## config.mk

```make
export PLATFORM = sky130hd
export DESIGN_NAME = pingpong_bank_arbiter
export DESIGN_NICKNAME = d
export VERILOG_FILES = /design/src/rtl/pingpong_bank_arbiter.sv
export SDC_FILE = /design/constraint.sdc
export NUM_CORES = 1
export LEC_CHECK = 0
export ABC_CLOCK_PERIOD_IN_PS = 2000
export CAP_MARGIN = 20
export CORE_AREA = 10 10 54 56
export DETAILED_ROUTE_END_ITERATION = 10
export DIE_AREA = 0 0 64 66
export HOLD_SLACK_MARGIN = 0.03
export PLACE_DENSITY_LB_ADDON = 0.05
export SKIP_CTS_REPAIR_TIMING = 1
export SLEW_MARGIN = 15
export SYNTH_ARGS = -nofsm -noshare
export SYNTH_HDL_FRONTEND = slang
export SYNTH_SLANG_ARGS = --single-unit
```

## constraint.sdc

```tcl
create_clock -name clk -period 2 [get_ports clk]
set_input_delay 0.4 -clock clk [delete_from_list [all_inputs] [get_ports clk]]
set_output_delay 0.4 -clock clk [all_outputs]
set_load 0.03 [all_outputs]
```

## src/rtl/pingpong_bank_arbiter.sv

```systemverilog
// Ping-pong IFM bank arbiter: two banks alternate between a word-serial producer and a consumer.
// Optional build macro PPB_FLUSH_EN adds an early-close flush input and a per-bank word count output.
module pingpong_bank_arbiter #(
  parameter int unsigned BANK_WORDS = 100,
  parameter int unsigned ADDR_WIDTH = $clog2(BANK_WORDS)
) (
  input  logic                  clk,
  input  logic                  reset,
  input  logic                  prod_wr_en,
`ifdef PPB_FLUSH_EN
  input  logic                  prod_flush,
  output logic [ADDR_WIDTH:0]   cons_words,
`endif
  output logic                  prod_ready,
  output logic                  prod_bank,
  output logic [ADDR_WIDTH-1:0] prod_wr_addr,
  output logic                  cons_start,
  output logic                  cons_bank,
  input  logic                  cons_end,
  output logic [1:0]            bank_full,
  output logic                  overflow_err
);

  localparam logic [1:0] B_EMPTY    = 2'd0;
  localparam logic [1:0] B_FILLING  = 2'd1;
  localparam logic [1:0] B_FULL     = 2'd2;
  localparam logic [1:0] B_DRAINING = 2'd3;

  localparam logic [1:0] C_IDLE  = 2'd0;
  localparam logic [1:0] C_START = 2'd1;
  localparam logic [1:0] C_BUSY  = 2'd2;

  localparam logic [ADDR_WIDTH-1:0] LAST_ADDR = ADDR_WIDTH'(BANK_WORDS - 1);

  logic [1:0]            bank_q [2];
  logic [1:0]            bank_d [2];
  logic                  wp_q, wp_d;
  logic                  rp_q, rp_d;
  logic [ADDR_WIDTH-1:0] addr_q, addr_d;
  logic [1:0]            cs_q, cs_d;
  logic                  ovf_q, ovf_d;
  logic                  wr_accept;
  logic                  close_bank;
`ifdef PPB_FLUSH_EN
  logic [ADDR_WIDTH:0]   words_q [2];
  logic [ADDR_WIDTH:0]   words_d [2];
  logic                  flush_go;
`endif

  assign prod_ready   = (bank_q[wp_q] == B_EMPTY) || (bank_q[wp_q] == B_FILLING);
  assign prod_bank    = wp_q;
  assign prod_wr_addr = addr_q;
  assign cons_start   = (cs_q == C_START);
  assign cons_bank    = rp_q;
  // FULL and DRAINING are the only encodings with the upper bit set
  assign bank_full    = {bank_q[1][1], bank_q[0][1]};
  assign overflow_err = ovf_q;
`ifdef PPB_FLUSH_EN
  assign cons_words   = words_q[rp_q];
`endif

  always_comb begin
    bank_d     = bank_q;
    wp_d       = wp_q;
    rp_d       = rp_q;
    addr_d     = addr_q;
    cs_d       = cs_q;
    ovf_d      = ovf_q;
    wr_accept  = prod_wr_en && prod_ready;
    close_bank = wr_accept && (addr_q == LAST_ADDR);
`ifdef PPB_FLUSH_EN
    words_d    = words_q;
    flush_go   = prod_flush && (wr_accept || (bank_q[wp_q] == B_FILLING));
    close_bank = close_bank || flush_go;
`endif

    if (prod_wr_en && !prod_ready)
      ovf_d = 1'b1;

    if (wr_accept) begin
      bank_d[wp_q] = B_FILLING;
      addr_d       = addr_q + 1'b1;
    end

    if (close_bank) begin
      bank_d[wp_q] = B_FULL;
      addr_d       = '0;
      wp_d         = ~wp_q;
`ifdef PPB_FLUSH_EN
      words_d[wp_q] = {1'b0, addr_q} + {{ADDR_WIDTH{1'b0}}, wr_accept};
`endif
    end

    // Consumer only touches bank[rp], which is never the bank the producer holds open
    case (cs_q)
      C_IDLE: begin
        if (bank_q[rp_q] == B_FULL)
          cs_d = C_START;
      end
      C_START: begin
        cs_d         = C_BUSY;
        bank_d[rp_q] = B_DRAINING;
      end
      C_BUSY: begin
        if (cons_end) begin
          cs_d         = C_IDLE;
          bank_d[rp_q] = B_EMPTY;
          rp_d         = ~rp_q;
        end
      end
      default: cs_d = C_IDLE;
    endcase
  end

  always_ff @(posedge clk or posedge reset) begin
    if (reset) begin
      bank_q  <= '{B_EMPTY, B_EMPTY};
      wp_q    <= 1'b0;
      rp_q    <= 1'b0;
      addr_q  <= '0;
      cs_q    <= C_IDLE;
      ovf_q   <= 1'b0;
`ifdef PPB_FLUSH_EN
      words_q <= '{default: '0};
`endif
    end else begin
      bank_q  <= bank_d;
      wp_q    <= wp_d;
      rp_q    <= rp_d;
      addr_q  <= addr_d;
      cs_q    <= cs_d;
      ovf_q   <= ovf_d;
`ifdef PPB_FLUSH_EN
      words_q <= words_d;
`endif
    end
  end

endmodule

```

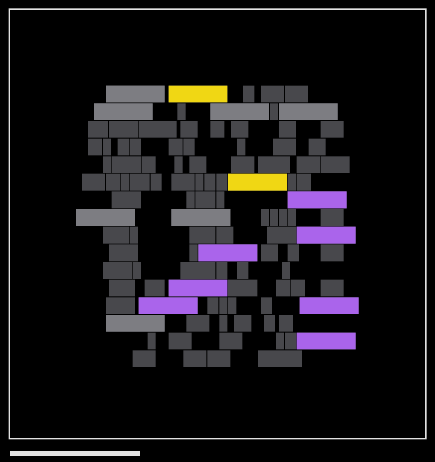
*Where the registers sit*
Bar = 20 um.
[yellow] bank_full | sequential cells: 2
[purple] prod_wr_addr | sequential cells: 7
Layout Utilization: 0.592
footprint of the flip-flops and latches: 400 um^2

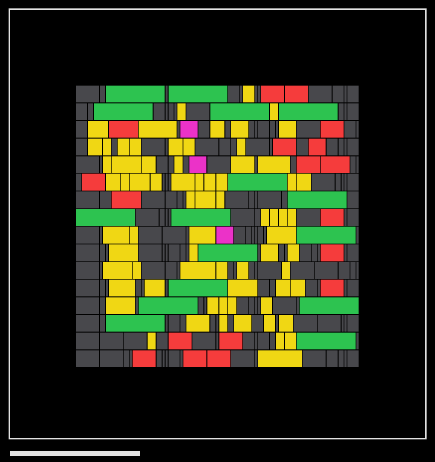
*Placement by cell class*
Bar = 20 um. Fill, decap, tap and diode cells in gray.
[red] other buffers and delay cells | cells: 18
[yellow] all other logic | cells: 71
[green] flip-flops | cells: 16
[magenta] cells driving clock nets | cells: 3
total number of placement rows: 16
post-route cell area: 1130 um^2
Std-Cell Core Area: 1900 um^2

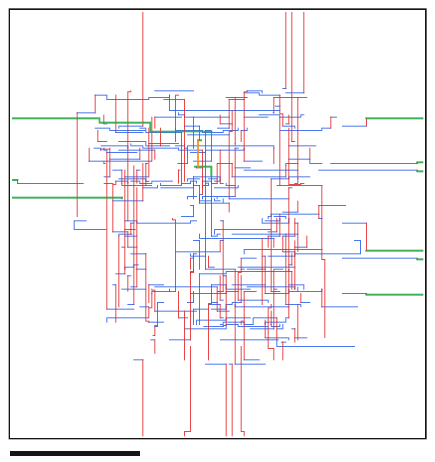
*Signal wires by layer*
Bar = 20 um.
[orange] met4 | wire length: 4.10 um
[red] met2 | wire length: 863 um
[blue] met1 | wire length: 861 um
[green] met3 | wire length: 82.3 um
total number of vias: 677
wire length per cell after detailed routing: 13.4 um
total track usage: 0.0894
Total Routed Length: 1810 um

==> run summary <==
Notes on the physical design

The violation count after the first detailed-routing iteration is 10. The final max-slew violation count recorded for this run is 0. Among all stages on the critical path, the largest delay is contributed by sky130_fd_sc_hd__clkdlybuf4s50_1. The share of total power dissipated in sequential elements is 0.642. The count of buffers not belonging to the clock network in the layout is 18. The clock root buffer is sky130_fd_sc_hd__clkbuf_4.

The fraction of final cell area spent on clock buffers and inverters in this run is 0.0200. The DRC violation count after routing is 0. Dividing the detail-routed via count by the number of cells gives 5.01. The number of enable-type register cells in the synthesized netlist is 0.

The CTS H-tree depth is 1. The worst-case max-slew headroom was logged as 0.594. The Yosys chip area is 916 um^2. The fraction of power consumed by combinational cells is 0.029. The top-area cell type share of the netlist area is 0.437. Hold-check failures listed in the final report amount to 0. The post-synthesis adder-cell area fraction is 0.0683.

Before CTS, the worst setup slack after placement is 181 ps. The run finished with clean final reports. The area enclosed by the die boundary is 4220 um^2. Summed over all cells, the static leakage comes to 0.564 nW. The worst setup path is launched from a register. The met3 wire length is 82 um.

The number of routed nets with antenna violations is 0. Once routing completed, OpenROAD measured the worst setup slack at 102 ps. The group drawing the most power is sequential cells. At the end of routability-driven placement, the weighted congestion stood at 0.724. The met1 global-route usage is 0.0998. The average cell area after synthesis is 10.1 um^2. The setup slack of the worst register-to-register path is 340 ps.

The largest stage delay on the critical path is 730 ps. Counting along the longest clock path gives a buffer depth of 2. In this run the worst setup path terminates at prod_wr_addr[4].

Summed over all nets, wire length on met2 after detailed routing comes to 862 um. The final timing summary puts the cycle share of the worst path at 0.949. The synthesized-area fraction occupied by ao, oa, aoi and oai cells is 0.145. The final layout contains 119 nets. After synthesis, the share of cell area in mux cells is 0.0560.

The clock insertion delay at the later pin of the skew report is 280 ps. Max fanout on the critical path was recorded as 6. Setup repair after global routing left no endpoint under its margin. In the power breakdown, the internal column shows 0.000399 W. Yosys shows that the main logic family after synthesis is simple AND/OR/NAND/NOR gates. Per the synth stats, the flop cell with the highest instance count is sky130_fd_sc_hd__dfrtp_1. The TritonCTS sink count is 16. For this run, global-route usage on met2 was measured as 0.155. The number of global-route vias before repair is 683. Per the run report, area growth between synthesis and finish was 23.0%. The I/O pin count is 18. For this run, global-route usage on met3 was measured as 0.0339. The number of antenna diodes in the final layout is 0. The combinational cell power is 0.0000147 W.

Of the total power, the share spent switching nets is 0.207. The cell sequence reported for the critical path is clkdlybuf4s50_1. Per the synth stats, the proportion of register bits with asynchronous set or reset is 1.00. The post-synthesis instance total is 91. The minimum clock period after layout is 1900 ps. The met1 wire length is 861 um. The combinational gate count is 65.

The class of the most critical hold timing path is in -> async. The cell-mix breakdown from Yosys lists the XOR/XNOR area share as 0.0191. Counting the fill cells in the layout gives 169.
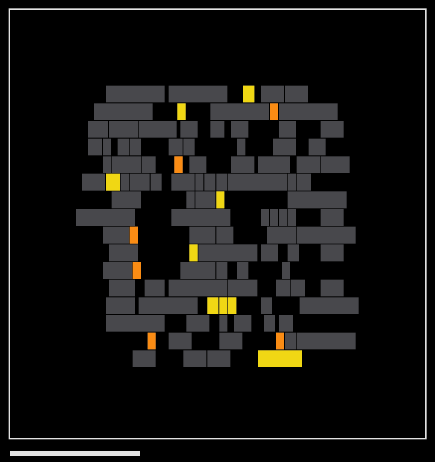
*Logic cells by family*
Bar = 20 um.
[yellow] NOR gates | cells: 9 | most used: nor2_1
[orange] inverters | cells: 6 | most used: inv_1
most frequent logic cell in the layout: sky130_fd_sc_hd__dfrtp_1
multi-input gate share of total cell area: 0.410
non-filler cells, final: 135

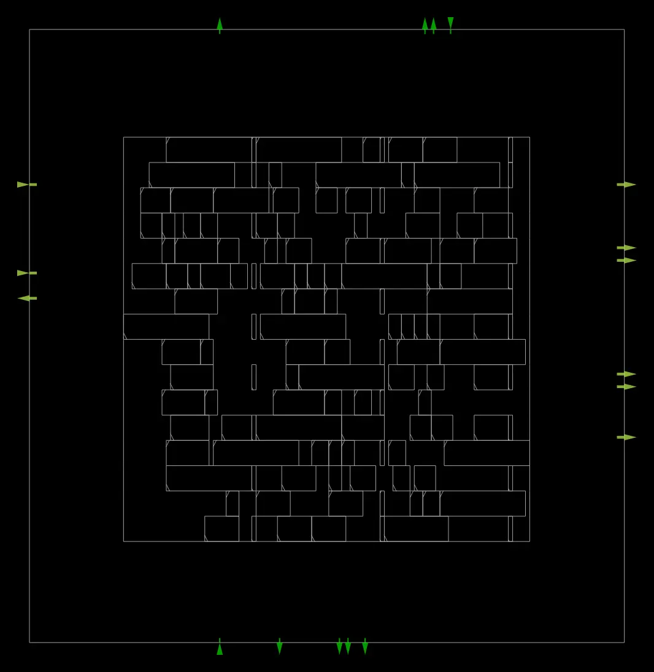
*Placed standard cells*
Seq Cell Count: 16
share of the final layout cell area in sequential cells: 0.356
n_taps: 27

## state kept, by name (all words and copies together), names as in the netlist
| register | cells |
|---|---|
| prod_wr_addr | 7 |
| cons_bank | 1 |
| bank_q | 2 |
| overflow_err | 1 |
| bank_full | 2 |
| cs_q | 2 |
| prod_bank | 1 |
## synth_stat cells, types with 3 or more instances
cell type,n
sky130_fd_sc_hd__a21oi_1,5
sky130_fd_sc_hd__nand2_1,13
sky130_fd_sc_hd__inv_1,6
sky130_fd_sc_hd__ha_1,5
sky130_fd_sc_hd__dfrtp_1,16
sky130_fd_sc_hd__nand3_1,3
sky130_fd_sc_hd__nor2_1,5
## layout by cell type, fill, tap and decap left out, drive strengths merged, types with 4 or more instances in the layout
master and count:
nand2 14, nor2 5, ha 5, clkdlybuf4s50 14, dfrtp 16, inv 6
o21ai 4, a21oi 6
Power is estimated from default activity; no workload was simulated.
